`config.mk`:
```
export PLATFORM = sky130hd
export DESIGN_NAME = prbs4_predictor
export DESIGN_NICKNAME = d
export VERILOG_FILES = /design/src/rtl/prbs_pkg.sv /design/src/rtl/prbs4_predictor.sv
export SDC_FILE = /design/constraint.sdc
export NUM_CORES = 1
export LEC_CHECK = 0
export CAP_MARGIN = 20
export CORE_AREA = 8 8 45 47
export DETAILED_ROUTE_END_ITERATION = 6
export DIE_AREA = 0 0 53 55
export GPL_TIMING_DRIVEN = 0
export PLACE_DENSITY = 0.38
export SYNTH_ARGS = -nofsm -noshare
export SYNTH_HDL_FRONTEND = slang
export SYNTH_SLANG_ARGS = --single-unit
```
`constraint.sdc`:
```
create_clock -name clk -period 1.04 [get_ports clk]
set_clock_uncertainty 0.15 [all_clocks]
set_input_delay 0.156 -clock clk [delete_from_list [all_inputs] [get_ports clk]]
set_output_delay 0.156 -clock clk [all_outputs]
set_load 0.01 [all_outputs]
```
`src/rtl/prbs_pkg.sv`:
```
// prbs_pkg: constants and state type shared by the 4-bit PRBS generator and checker
package prbs_pkg;
    localparam logic [3:0] PRBS4_SEED   = 4'hF;
    localparam int         PRBS4_TAP0   = 0;
    localparam int         PRBS4_TAP1   = 1;
    localparam int         PRBS4_PERIOD = 15;
    typedef enum logic [1:0] {SEED, VERIFY, LOCKED} state_t;
endpackage

```
`src/rtl/prbs4_predictor.sv`:
```
// prbs4_predictor: 4-bit history with XOR tap predicting the next PRBS bit
//   clk, reset (async, active-low), shift: advance history,
//   use_pred: shift in the prediction instead of bit_in, pred: next expected bit,
//   hist: history, newest bit at [3], oldest at [0]
module prbs4_predictor
    import prbs_pkg::*;
(
    input  logic       clk,
    input  logic       reset,
    input  logic       shift,
    input  logic       use_pred,
    input  logic       bit_in,
    output logic       pred,
    output logic [3:0] hist
);
    assign pred = hist[PRBS4_TAP0] ^ hist[PRBS4_TAP1];

    always_ff @(posedge clk or negedge reset)
        if (!reset)
            hist <= '0;
        else if (shift)
            hist <= {use_pred ? pred : bit_in, hist[3:1]};
endmodule

```
### Wire density map

(6 px per um) 11 x 11 tiles, from dark purple (low) to yellow (high), scaled to the fullest tile. Values are wire area over tile area, all layers added.
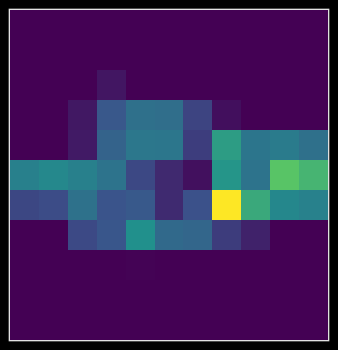
63% of the tiles are nearly empty. 5.0% of the tiles are over half the peak. The mean over all tiles is 0.032. The fullest tile reaches 0.26. The emptiest ninth of the die: upper right.

### Cells by drive strength

(4 px per um)
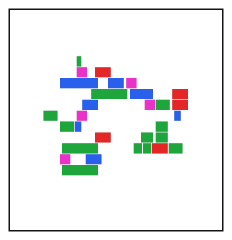
Key: _2 cells = blue [cells 7]; _6 and larger = red [cells 5]; _3 and _4 cells = magenta [cells 5]; _0 and _1 cells = green [cells 13]

==> impl_metrics.yaml <==
# generated from flow reports
synthesis:
  ys_cells: 12
  ys.flops: 4
  logic_family: "multiplexers"
  synth.net_count: 17
  avgSynthCellArea_um2: 14.4
  async_flop_share_pct: 100
  synthFlopType: "dfrtp_1"
  simple_gate_share_pct: 12.3
  postSynthSeqShare_pct: 58.0
  adder_share_pct: 0
  xor_share_pct: 5.07
  syn_area_um2: 173
  common_cells: "4 x dfrtp_1, 3 x mux2_2"
worst_hold_path:
  hp-start: "shift"
  hold_depth: 2
  hold_end: "hist[0]$_DFFE_PN0P_"
clocking:
  cts_inserted_buffers: 3
  cts_max_level: 1
  cts_setup_buffers: 4
  path_clk_slew_ns: 0.04
  cts.root.buffer_cell: "clkbuf_4"
  cts_tree: "yes"
  hold_buffers: 1
worst_setup_path:
  crit_chain: "xor2_2, buf_2"
  r2r_end: "hist[3]$_DFFE_PN0P_"
  worstPathArrival_ns: 0.95
  r2r_setup_slack_ns: -0.20
  cpMaxStageDelayCell: "dfrtp_1"
  crit_type: "register to output port"
  critical_path_depth: 2
  worstSetupStartpointType: "register"
  worstPathMaxFanout: 2
  cpLargestDelayFamily: "flip-flops"
  critPathBufInv: 1
  worstPathRequired_ns: 0.73
die:
  die_h_um: 55
  die_w_um: 53
  design.core.area_um2: 1380
  ios: 10
finish:
  inverters: 0
  layout-drive-gt1-share_pct: 56.7
  lay_top_count: "buf_6"
  regMostFlops: "hist"
  largest_reg_flops: 4
  syn_to_final_growth_pct: 107
  nNetsFinal: 36
  logic_gate_count: 8
  clockBufferCount: 4
  ff_count: 4
  clk_share_pct: 7.34
  largest_cell_class: "buffers"
final_timing:
  finalMaxSlewViolations: 0
  fin_crit_ns: 1.26
  maxSlewHeadroom_pct: 84.2
  hold_violations: 0
  setup_violations: 8
  fin_crit_sh_pct: 121
  fin_ws_ns: -0.220
  max_freq_ghz: 0.794
pwr:
  cellPowerDensity_nw_per_um2: 2820
  switching_share_pct: 30.5
  peakVddDrop_v: 0.000819
  p_seq_share_pct: 28.3
  powerClk_uw: 207
  p_int_uw: 702
  p_sw_uw: 309
  power_leader: "combinational cells"
  combPwrFrac_pct: 51.2
  pg_seq_uw: 286
  p_clk_share_pct: 20.5
routing:
  wl_um: 516
  drc: 0
  vias: 172
  dr.pass1.iters: 2
  vias_per_cell: 3.74
status:
  violations: "setup timing"
  status: "finished, violations left"
grt:
  grt_pass1_wl_um: 821
  antenna_found_initial: 0
  grt-ovfl-total: 0
run:
  warnings: 29
  cap_violations: 0
placement:
  gp_congestion: 0.669
## per-stage QoR
step	hold WS (ns)	TNS (ns)	instances	cell area, um^2	setup slack (ns)
after CTS	0.332	-0.913	46	348	-0.239
after global routing	0.339	-1.13	46	358	-0.283
final	0.328	-0.820	46	358	-0.220
after global placement	0.224	-2.58	37	292	-0.421
after detailed placement	0.227	-2.70	37	292	-0.440
after floorplan	-0.290	-0.122	12	181	-0.122
## routing by layer
| metal | track usage [%] | part of all wire [%] | vias up |
|---|---|---|---|
| met3 | 4.28 | 23 | 0 |
| met5 | 0 | 0 | - |
| met2 | 5.86 | 35 | 10 |
| met4 | 5.17 | 0 | 0 |
| li1 | - | - | 79 |
| met1 | 2.90 | 42 | 83 |
No activity file was given, so power comes from the tool's default toggle rates.
